**Run 1: M1 wires**

(3 px per um) Supply wires on this layer in grey.
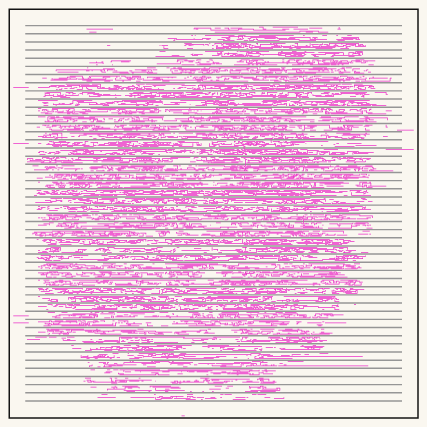
**Run 1: close-up of the layout**

Region (53, 80) to (83, 110) um. Cells in grey, sequential cells in the stronger grey; small squares are vias.
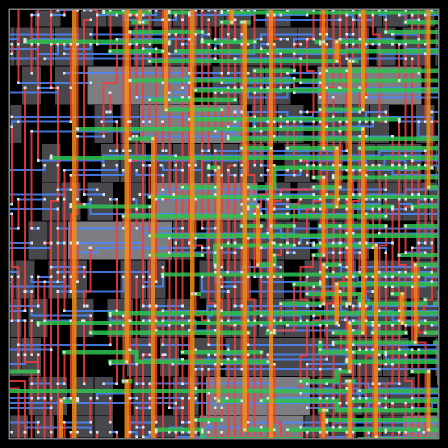
**Run 1: routed metal, one colour a layer**

(3 px per um) Two of the layers only.
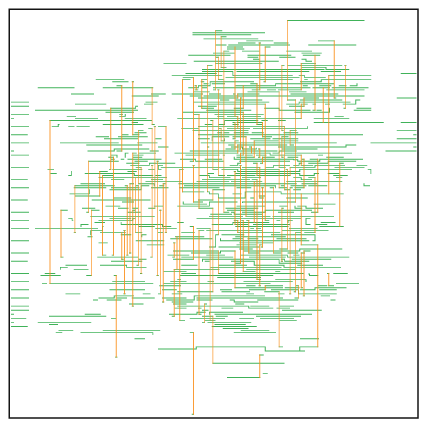
[src/rtl/bit_unpack_pkg.sv]
// bit_unpack_pkg: shared helpers for the bit stream unpacker.
// Holds the width derivations and the parameter legality check used at
// elaboration by bit_stream_unpacker.
package bit_unpack_pkg;

  // Ceiling log2; clog2(1) = 0, clog2(0) = 0.
  function automatic int clog2(input int v);
    int r;
    int x;
    r = 0;
    x = v - 1;
    while (x > 0) begin
      r++;
      x = x >> 1;
    end
    return r;
  endfunction

  // Width of a counter spanning 0..bw inclusive.
  function automatic int size_w(input int bw);
    return clog2(bw + 1);
  endfunction

  // Width of a pop request spanning 0..wo inclusive.
  function automatic int pop_w(input int wo);
    return clog2(wo + 1);
  endfunction

  // The buffer must hold a full window plus one incoming word, otherwise
  // d_ready could stall forever while the decoder still needs bits.
  function automatic bit params_ok(input int wi, input int wo, input int bw);
    return (wi > 0) && (wo > 0) && (bw >= wi + wo);
  endfunction

endpackage

[src/rtl/bit_unpack_align_shift.sv]
// bit_unpack_align_shift: places an input word at a bit offset inside a
// BUFFER_WIDTH field. Built as a log-depth barrel shifter, one stage per
// offset bit. Offsets that push bits past the top simply drop them; the
// caller only uses the result when the word fits.
module bit_unpack_align_shift #(
  parameter int WIDTH_IN     = 32,
  parameter int BUFFER_WIDTH = 64,
  parameter int SH_W         = 8
) (
  input  logic [WIDTH_IN-1:0]     d_i,
  input  logic [SH_W-1:0]         off_i,
  output logic [BUFFER_WIDTH-1:0] ins_o
);

  logic [SH_W:0][BUFFER_WIDTH-1:0] stg;

  assign stg[0] = BUFFER_WIDTH'(d_i);

  for (genvar s = 0; s < SH_W; s++) begin : g_stage
    assign stg[s+1] = off_i[s] ? (stg[s] << (2 ** s)) : stg[s];
  end

  assign ins_o = stg[SH_W];

endmodule

[src/rtl/bit_stream_unpacker.sv]
// bit_stream_unpacker: bit-granular FIFO-to-decoder unpacker.
// Words enter on a valid/ready handshake and are appended behind the
// buffered bits; the decoder sees the oldest WIDTH_OUT bits and consumes
// 0..WIDTH_OUT of them per cycle. Over-sized pops are clamped.
// Optional feature macro: BIT_STREAM_UNPACKER_ERR_EN enables the sticky
// err flag for illegal pops; without it err reads 0 and err_clr_i is ignored.
module bit_stream_unpacker
  import bit_unpack_pkg::*;
#(
  parameter  int WIDTH_IN     = 32,
  parameter  int WIDTH_OUT    = 16,
  parameter  int BUFFER_WIDTH = 64,
  localparam int SIZE_W       = size_w(BUFFER_WIDTH),
  localparam int POP_W        = pop_w(WIDTH_OUT)
) (
  input  logic                 clk_i,
  input  logic                 rst_i,
  input  logic                 d_valid_i,
  output logic                 d_ready_o,
  input  logic [WIDTH_IN-1:0]  d_i,
  input  logic [POP_W-1:0]     pop_i,
  input  logic                 flush_i,
  output logic [WIDTH_OUT-1:0] q_o,
  output logic [POP_W-1:0]     q_count_o,
  output logic [SIZE_W-1:0]    size_o,
  input  logic                 err_clr_i,
  output logic                 err_o
);

  if (!params_ok(WIDTH_IN, WIDTH_OUT, BUFFER_WIDTH)) begin : g_bad_params
    $error("bit_stream_unpacker: BUFFER_WIDTH must be >= WIDTH_IN + WIDTH_OUT");
  end

  // One spare bit so size - pop and the shift amounts never wrap.
  localparam int SH_W = SIZE_W + 1;
  typedef logic [SH_W-1:0] sh_t;

  localparam sh_t WO_X = sh_t'(WIDTH_OUT);
  localparam sh_t WI_X = sh_t'(WIDTH_IN);
  localparam sh_t BW_X = sh_t'(BUFFER_WIDTH);

  logic [BUFFER_WIDTH-1:0] buf_q, buf_d, ins;
  logic [SIZE_W-1:0]       size_q, size_d;
  sh_t                     size_x, pop_x, pop_lim, pop_eff, ins_off;
  logic                    ready, push, pop_ovr;

  // Clamp the pop request to what is both legal and actually buffered.
  always_comb begin
    size_x  = sh_t'(size_q);
    pop_x   = sh_t'(pop_i);
    pop_lim = (size_x < WO_X) ? size_x : WO_X;
    pop_eff = (pop_x > pop_lim) ? pop_lim : pop_x;
    pop_ovr = (pop_x > pop_lim);
  end

  // Ready looks only at registered size, so there is no path from pop_i.
  assign ready     = (BW_X - size_x) >= WI_X;
  assign d_ready_o = ready;
  assign push      = d_valid_i & ready;

  // After a flush the new word becomes the oldest data, so it lands at 0.
  assign ins_off = flush_i ? '0 : (size_x - pop_eff);

  bit_unpack_align_shift #(
    .WIDTH_IN     (WIDTH_IN),
    .BUFFER_WIDTH (BUFFER_WIDTH),
    .SH_W         (SH_W)
  ) u_align (
    .d_i   (d_i),
    .off_i (ins_off),
    .ins_o (ins)
  );

  // Next buffer/size: drop consumed bits (or everything on flush), then append.
  always_comb begin
    buf_d  = flush_i ? '0 : (buf_q >> pop_eff);
    size_d = flush_i ? '0 : (size_q - SIZE_W'(pop_eff));
    if (push) begin
      buf_d  = buf_d | ins;
      size_d = size_d + SIZE_W'(WIDTH_IN);
    end
  end

  // Bit buffer and occupancy registers.
  always_ff @(posedge clk_i) begin
    if (rst_i) begin
      buf_q  <= '0;
      size_q <= '0;
    end else begin
      buf_q  <= buf_d;
      size_q <= size_d;
    end
  end

  // Bits above size are held at 0, so the window needs no masking.
  assign q_o       = buf_q[WIDTH_OUT-1:0];
  assign q_count_o = POP_W'(pop_lim);
  assign size_o    = size_q;

`ifdef BIT_STREAM_UNPACKER_ERR_EN
  logic err_q;

  // Sticky illegal-pop flag; a fresh violation beats a clear.
  always_ff @(posedge clk_i) begin
    if (rst_i)          err_q <= 1'b0;
    else if (pop_ovr)   err_q <= 1'b1;
    else if (err_clr_i) err_q <= 1'b0;
  end

  assign err_o = err_q;
`else
  logic unused_err_in;
  assign unused_err_in = err_clr_i ^ pop_ovr;
  assign err_o         = 1'b0;
`endif

endmodule

[config.mk]
export PLATFORM = sky130hd
export DESIGN_NAME = bit_stream_unpacker
export DESIGN_NICKNAME = d
export VERILOG_FILES = /design/src/rtl/bit_unpack_pkg.sv /design/src/rtl/bit_unpack_align_shift.sv /design/src/rtl/bit_stream_unpacker.sv
export SDC_FILE = /design/constraint.sdc
export NUM_CORES = 1
export LEC_CHECK = 0
export ABC_AREA = 1
export CORE_MARGIN = 5
export CORE_UTILIZATION = 60
export CTS_CLUSTER_SIZE = 20
export DETAILED_ROUTE_END_ITERATION = 6
export GPL_ROUTABILITY_DRIVEN = 0
export HOLD_SLACK_MARGIN = 0.1
export MAX_ROUTING_LAYER = met4
export PLACE_DENSITY = 0.87
export REMOVE_ABC_BUFFERS = 1
export SLEW_MARGIN = 10
export SYNTH_ARGS = -nofsm -noshare
export SYNTH_HDL_FRONTEND = slang
export SYNTH_HIERARCHICAL = 1
export SYNTH_SLANG_ARGS = --single-unit
[constraint.sdc]
create_clock -name clk_i -period 5.56 [get_ports clk_i]
set_clock_uncertainty 0.15 [all_clocks]
set_input_delay 0.834 -clock clk_i [delete_from_list [all_inputs] [get_ports clk_i]]
set_output_delay 0.834 -clock clk_i [all_outputs]
set_load 0.03 [all_outputs]
==> impl_metrics.tcl, run 1 <==
# metrics dict for downstream scripts
set metrics [dict create \
    status "finished with violations" \
    failed_checks "design-rule violations" \
    io_pins 72 \
    crit_end "buf_q[35]" \
    critPathKind "reg2reg" \
    cap_violations 0 \
    antenna_found_initial 1 \
    htreeDepth 3 \
    synth_flops 71 \
    vias 12810 \
    timing.hold.ws_ns 0.5500 \
    die_h_um 135.8 \
    via_per_inst 6.617 \
    cp.arrival_ns 5.30 \
    reg2reg_slack_ns 0.41 \
    max_freq_mhz 194.3 \
    rsz0062_at_grt "no" \
    first_iter_violations 2933 \
    ys_cells 1745 \
    path_clk_slew_ns 0.06 \
    yosysUniqueCellTypes 44 \
    top_logic_kind "simple AND/OR/NAND/NOR gates" \
    fill_cells 1452 \
    num-nets-final 1770 \
    tool_warnings 27 \
    final_util_pct 65.46 \
    muxShareOfSynthArea_pct 0 \
    cts_root_buffer "clkbuf_16" \
    min_path_type "reg2reg" \
    crit_required_ns 5.71 \
    whs_endpoint "size_o[0]" \
    chip_area_um2 18430 \
    routed_wl_um 34080 \
    stdcell_area_um2 10280 \
    synthAoiAreaFrac_pct 4.483 \
    layout-drive-gt1-share_pct 7.621 \
    crit_path_end_kind "flip-flop" \
    postCtsSetupRepairBufs 0 \
    yosys_warnings 6 \
    cp-startpoint "size_o[6]" \
    tightest_slew_ns 1.188 \
    clock_path_buffers 2 \
    sh_comb_area_pct 67.90 \
    final_hold_viol_count 0 \
    n_clock_buffer 12 \
    initCoreUtil_pct 60.39 \
    syn_to_final_growth_pct 8.386 \
    slew_headroom_pct 20.71 \
    rows 46 \
    grt_pass1_vias 11277 \
    drc_errors 210 \
    period_minus_slack_ns 5.146 \
    preCtsSetupSlack_ns -0.06121 \
    seq_share_pct 13.82 \
    reg2reg_to "buf_q[35]" \
    synth_chip_area_um2 9489 \
    setup_tns_ns 0 \
    synth-xor-area-share_pct 0.1846 \
]
## Picture notes: 'M1 wires'
wire length on this layer: 12500 um
nets with wire on the layer: 1658

## Picture notes: 'close-up of the layout'
[blue] M1
[orange] M4
[red] M2
[green] M3
sequential cells in the window: 7
most frequent: nand3_1 (64), nand2_1 (42)
cells with their middle in the window: 125
netlist names of flops here include: `buf_q` (7)

## Picture notes: 'routed metal, one colour a layer'
[green] M3 | wire length: 5170 um
[orange] M4 | wire length: 2240 um

## run 1: routing by layer
layer	up-vias	GRT usage, %	wire length [um]
met5	-	-	0
met4	0	20.10	2239
met3	261	10.81	5172
met2	1166	55.78	14120
met1	5506	47.11	12550
li1	5877	-	-
## run 1: state kept, by name, indices dropped and copies added, names as in the netlist
signal and flops:
buf_q 64, size_o 7
## run 1: critical path: cells and delay by family (launching register included)
kind	cells	cell delay, ns
compound gates	6	0.86
fa+ha+maj	2	0.67
flops	1	0.33
simple gates	17	2.07
buf+inv	10	1.00
## run 1: synth_stat cells (2+ instances only)
| cell | count | area [um^2] |
|---|---|---|
| nand3_2 | 17 | 170.2 |
| nor3_1 | 4 | 20.02 |
| nor2_4 | 3 | 33.78 |
| nor2_1 | 54 | 202.7 |
| o21ai_1 | 5 | 25.02 |
| buf_6 | 5 | 56.30 |
| inv_1 | 74 | 277.8 |
| inv_2 | 11 | 41.29 |
| buf_1 | 9 | 33.78 |
| nand2_2 | 22 | 137.6 |
| nand3_1 | 750 | 3754 |
| a21oi_2 | 4 | 35.03 |
| nor2_2 | 3 | 18.77 |
| o21ai_0 | 14 | 70.07 |
| nand4_1 | 20 | 125.1 |
| clkbuf_1 | 34 | 127.6 |
| dfxtp_1 | 71 | 1421 |
| buf_4 | 30 | 225.2 |
| a21oi_1 | 37 | 185.2 |
| o21ai_2 | 4 | 35.03 |
| ha_1 | 12 | 150.1 |
| xor2_1 | 2 | 17.52 |
| buf_12 | 2 | 40.04 |
| nand2_1 | 473 | 1775 |
| conb_1 | 2 | 7.510 |
| buf_2 | 65 | 325.3 |
## run 1: repair_timing
item,4_1_cts,5_1_grt
hold buffers,0,0
endpoints found under the setup margin,0,64
gates resized,0,8
==> inputs of run 2 (changes only) <==
--- a/config.mk
+++ b/config.mk
@@ -15,6 +15,7 @@
 export MAX_ROUTING_LAYER = met4
 export PLACE_DENSITY = 0.87
 export REMOVE_ABC_BUFFERS = 1
+export SETUP_SLACK_MARGIN = 0.05
 export SLEW_MARGIN = 10
 export SYNTH_ARGS = -nofsm -noshare
 export SYNTH_HDL_FRONTEND = slang
**Run 2: routing congestion**

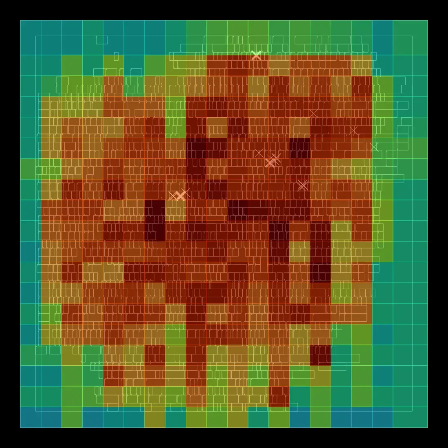
Total Routing Usage GR: 37.94%
Final Util: 65.48%

**Run 2: close-up of the layout**

Region (53, 80) to (83, 110) um. Cells in grey, sequential cells in the stronger grey; small squares are vias.
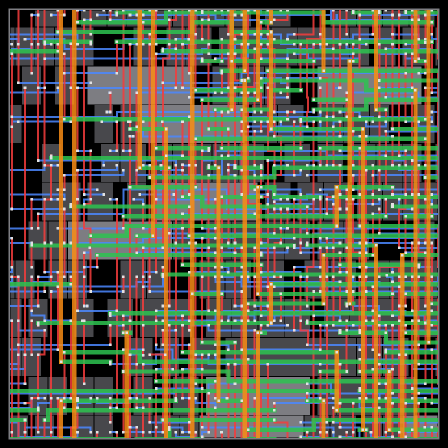
[blue] M1
[green] M3
[orange] M4
[red] M2
netlist names of flops here include: `buf_q` (7)
sequential cells in the window: 7
cells with their middle in the window: 125
most frequent: nand3_1 (64), nand2_1 (42)

==> run 2 against run 1 <==
  * The flow still finishes with violations (design-rule violations)
  * Cell area barely moved
  * Sequential share of layout area barely moved
  * Global-route usage stayed put
  * Synthesized cell count did not move
  * Count of clock-buffer cells in the layout unchanged
  * Highest routed layer unchanged
  * Maximum frequency is 0.92% higher
  * Cell count unchanged
==> impl_metrics.tcl, run 2 <==
# metrics dict for downstream scripts
set metrics [dict create \
    status "finished with violations" \
    failed_checks "design-rule violations" \
    setup_tns_ns 0 \
    reg2reg_slack_ns 0.46 \
    period_minus_slack_ns 5.100 \
    via_per_inst 6.722 \
    ys_cells 1745 \
    hold_buffers 0 \
    fill_cells 1451 \
    antenna_found_initial 1 \
    vias 13013 \
    crit_required_ns 5.71 \
    wl_met1_um 12370 \
    die_h_um 135.8 \
    grt_pass1_vias 11277 \
    use_met1_pct 47.11 \
    syn_to_final_growth_pct 8.425 \
    rows 46 \
    synth_flops 71 \
    min_path_type "reg2reg" \
    tool_warnings 27 \
    cap_violations 0 \
    max_stage_delay_ns 0.44 \
    routed_wl_um 34370 \
    final_hold_viol_count 0 \
    yosysUniqueCellTypes 44 \
    io_pins 72 \
    largest_reg_flops 64 \
    reg2reg_to "buf_q[39]" \
    busiest_layer "met2" \
    clock.latency.late_pin_ns 0.36 \
    tightest_slew_ns 1.210 \
    rsz0062_at_grt "no" \
    wl_met3_um 5526 \
    crit_end "buf_q[39]" \
    cp-startpoint "size_o[6]" \
    cts_root_buffer "clkbuf_16" \
    top_cells_by_count "nand3_1, nand2_1, inv_1, dfxtp_1, buf_2" \
    clock_path_buffers 2 \
    top_cell_area_share_pct 39.56 \
    max_freq_mhz 196.1 \
    critPathKind "reg2reg" \
    chip_area_um2 18430 \
    num-nets-final 1770 \
    stdcell_area_um2 10290 \
    path_clk_slew_ns 0.06 \
    wl_met2_um 14230 \
    drc_errors 65 \
    top_layer "met4" \
    drv_slew 0 \
    ys_top_cells_by_area "nand3_1, nand2_1, dfxtp_1" \
    crit_path_end_kind "flip-flop" \
    top_register "buf_q" \
    use_met3_pct 10.81 \
    synth_chip_area_um2 9489 \
    initCoreUtil_pct 60.39 \
    cp.arrival_ns 5.25 \
    final.period_utilization_pct 91.72 \
    htreeDepth 3 \
    top_cell "nand3_1" \
    use_met2_pct 55.78 \
    first_iter_violations 3007 \
    layout-drive-gt1-share_pct 7.679 \
    slew_headroom_pct 19.23 \
    top_area_cell "nand3_1" \
    yosys_warnings 6 \
]
-- run 2: cell counts after synthesis --
Identical to the previous run, type by type.
-- run 2: cell type report --
class                           instances  area share (%)
Timing Repair Buffer                  104           9.510
Clock buffer                           12           2.396
Multi-Input combinational cell       1442           67.91
Clock inverter                          3          0.4256
Sequential cell                        71           13.81
Tap cell                              216           2.627
Inverter                               87           3.296
Antenna cell                            1         0.02432
-- run 2: worst max-delay path: cells and delay by family (launching register included) --
family / cells / cell delay [ns]
adder cells (fa/ha/maj): 3 / 0.99
buffers and inverters: 8 / 0.76
AND-OR/OR-AND: 6 / 0.68
flip-flops: 1 / 0.33
AND/OR/NAND/NOR: 18 / 2.10
-- run 2: how the worst min path moves through the flow --
stage,from,endpoint,slack [ns],cells after the start
floorplan,buf_q[63],buf_q[63],0.48,4
detailed placement,size_o[0],size_o[0],0.53,3
finish,size_o[0],size_o[0],0.55,3
global placement,size_o[0],size_o[0],0.53,3
CTS,size_o[0],size_o[0],0.54,3
global route,size_o[0],size_o[0],0.60,3
-- run 2: timing repair --
action                     in CTS  in global routing
gates resized                   0                  9
buffers inserted                0                  0
setup endpoints to repair       0                 64
-- run 2: per-stage QoR --
step                setup WS [ns]  hold WS, ns
finish                     0.4604       0.5515
global route              0.06726       0.5964
CTS                        0.1683       0.5422
detailed placement       -0.06121       0.5296
global placement           0.1593       0.5282
floorplan                  -3.466       0.4778
-- run 2: logic make-up (layout without fill, tap and decap cells) --
kind of cell,after synthesis,after routing,share of synthesized area [%]
adder cells (fa/ha/maj),13,13,1.793
AND/OR/NAND/NOR,1353,1353,66.42
AND-OR/OR-AND,72,72,4.483
flip-flops,71,71,14.98
buffers and inverters,232,206,12.06
other,2,3,0.07914
XOR/XNOR,2,2,0.1846
==> inputs of run 3 (changes only) <==
--- a/config.mk
+++ b/config.mk
@@ -6,8 +6,10 @@
 export NUM_CORES = 1
 export LEC_CHECK = 0
 export ABC_AREA = 1
+export CELL_PAD_IN_SITES_DETAIL_PLACEMENT = 0
+export CELL_PAD_IN_SITES_GLOBAL_PLACEMENT = 1
 export CORE_MARGIN = 5
-export CORE_UTILIZATION = 60
+export CORE_UTILIZATION = 41
 export CTS_CLUSTER_SIZE = 20
 export DETAILED_ROUTE_END_ITERATION = 6
 export GPL_ROUTABILITY_DRIVEN = 0
**Run 3: routed metal, one colour a layer**

(2 px per um) Two of the layers only.
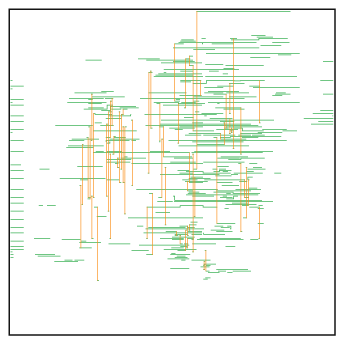
[orange] M4 | wire length: 1430 um
[green] M3 | wire length: 3640 um

**Run 3: M1 wires**

(2 px per um) Supply wires on this layer in grey.
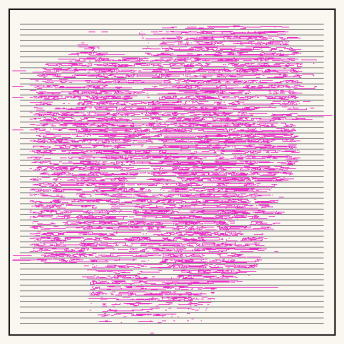
nets with wire on the layer: 1655
main direction: horizontal
GRT met1 Usage: 37.81%
Post-Route WL: 36340 um
via count: 12247

==> run 3 against run 2 <==
  * The flow now finishes without violations
  * Critical path depth fell by 3
  * Area after synthesis did not move
  * Register-to-register slack improved by 0.09 ns
  * Worst hold slack got worse by 0.045 ns
  * Non-clock buffer count rose by 4
  * Worst setup slack improved by 0.088 ns
  * Cell count rose by 3.8%
  * Via count fell by 5.9%
  * Critical endpoint is now buf_q[1]
==> impl_metrics.tcl, run 3 <==
# metrics dict for downstream scripts
set metrics [dict create \
    status "finished clean" \
    use_met2_pct 41.51 \
    ys_top_cells_by_area "nand3_1, nand2_1, dfxtp_1" \
    min_path_type "reg2reg" \
    grt_pass1_vias 10798 \
    htreeDepth 3 \
    final_util_pct 45.99 \
    top_cells_by_count "nand3_1, nand2_1, inv_1, dfxtp_1, buf_2" \
    period_minus_slack_ns 5.011 \
    slew_headroom_pct 26.97 \
    busiest_layer "met2" \
    chip_area_um2 26290 \
    final_hold_viol_count 0 \
    hold_buffers 0 \
    use_met3_pct 4.212 \
    setup_tns_ns 0 \
    postCtsSetupRepairBufs 0 \
    cts_resized 0 \
    first_iter_violations 1729 \
    top_cell_area_share_pct 39.56 \
    n_antenna_cell 0 \
    cts_root_buffer "clkbuf_16" \
    via_per_inst 6.096 \
    cp.arrival_ns 5.16 \
    placed_cells_incl_taps 1993 \
    rsz0062_at_grt "no" \
    crit_required_ns 5.71 \
    clock_path_buffers 2 \
    drc_errors 0 \
    top_register "buf_q" \
    crit_path_end_kind "flip-flop" \
    final.period_utilization_pct 90.13 \
    yosys_warnings 6 \
    initCoreUtil_pct 41.79 \
    drv_slew 0 \
    yosysUniqueCellTypes 44 \
    max_freq_mhz 199.6 \
    ys_cells 1745 \
    io_pins 72 \
    antenna_found_initial 0 \
    layout-drive-gt1-share_pct 7.773 \
    syn_to_final_growth_pct 10.06 \
    fill_cells 2534 \
    num-nets-final 1774 \
    critPathKind "reg2reg" \
    synthFlopType "dfxtp_1" \
    grt_first_pass_wirelength_um 57820 \
    globalRouteTotalUtil_pct 27.67 \
    die_h_um 162.1 \
    synth_chip_area_um2 9489 \
    cap_violations 0 \
    max_stage_delay_ns 0.33 \
    edf_count 0 \
    rows 55 \
    tightest_slew_ns 1.094 \
    synth_flops 71 \
    crit_buf_inv 10 \
    tool_warnings 27 \
    clock.latency.late_pin_ns 0.35 \
    path_clk_slew_ns 0.06 \
    top_area_cell "nand3_1" \
    top_cell "nand3_1" \
]
[run 3: cell counts after synthesis]
Identical to the previous run, type by type.
[run 3: worst paths after layout]
| path | slack [ns] | cells after the start | endpoint | startpoint |
|---|---|---|---|---|
| max | 0.55 | 32 | buf_q[1] | size_o[6] |
| min | 0.51 | 3 | size_o[6] | size_o[6] |
| max reg2reg | 0.55 | 32 | buf_q[1] | size_o[6] |
| min reg2reg | 0.51 | 3 | size_o[6] | size_o[6] |
[run 3: metrics by stage]
step	setup slack (ns)	hold slack (ns)	area [um^2]
finish	0.5488	0.5063	10440
global route	0.09003	0.5654	10440
CTS	0.4232	0.5429	10440
detailed placement	0.1048	0.5291	10090
global placement	0.1867	0.5276	10090
floorplan	-3.466	0.4778	8681
[run 3: final cells by class]
| type | instances | area [um^2] | share of cell area, % |
|---|---|---|---|
| sequential | 71 | 1421 | 13.61 |
| timing repair buffer | 108 | 1008 | 9.656 |
| multi-input combinational | 1442 | 6973 | 66.77 |
| clock buffer | 11 | 242.7 | 2.324 |
| clock inverter | 5 | 105.1 | 1.006 |
| tap | 285 | 356.6 | 3.414 |
| inverter | 87 | 336.6 | 3.223 |
[run 3: per-layer routing]
metal	part of all wire (%)	vias up
li1	-	5898
met5	0	-
met1	42	5505
met2	44	711
met4	3.9	0
met3	10	133
[run 3: logic make-up (layout without fill, tap and decap cells)]
logic type	count (synthesis)	in the layout	synth area share, %
simple gates	1353	1353	66.42
buf+inv	232	211	12.06
compound gates	72	72	4.483
flops	71	71	14.98
fa+ha+maj	13	13	1.793
other cells	2	2	0.07914
xor+xnor	2	2	0.1846
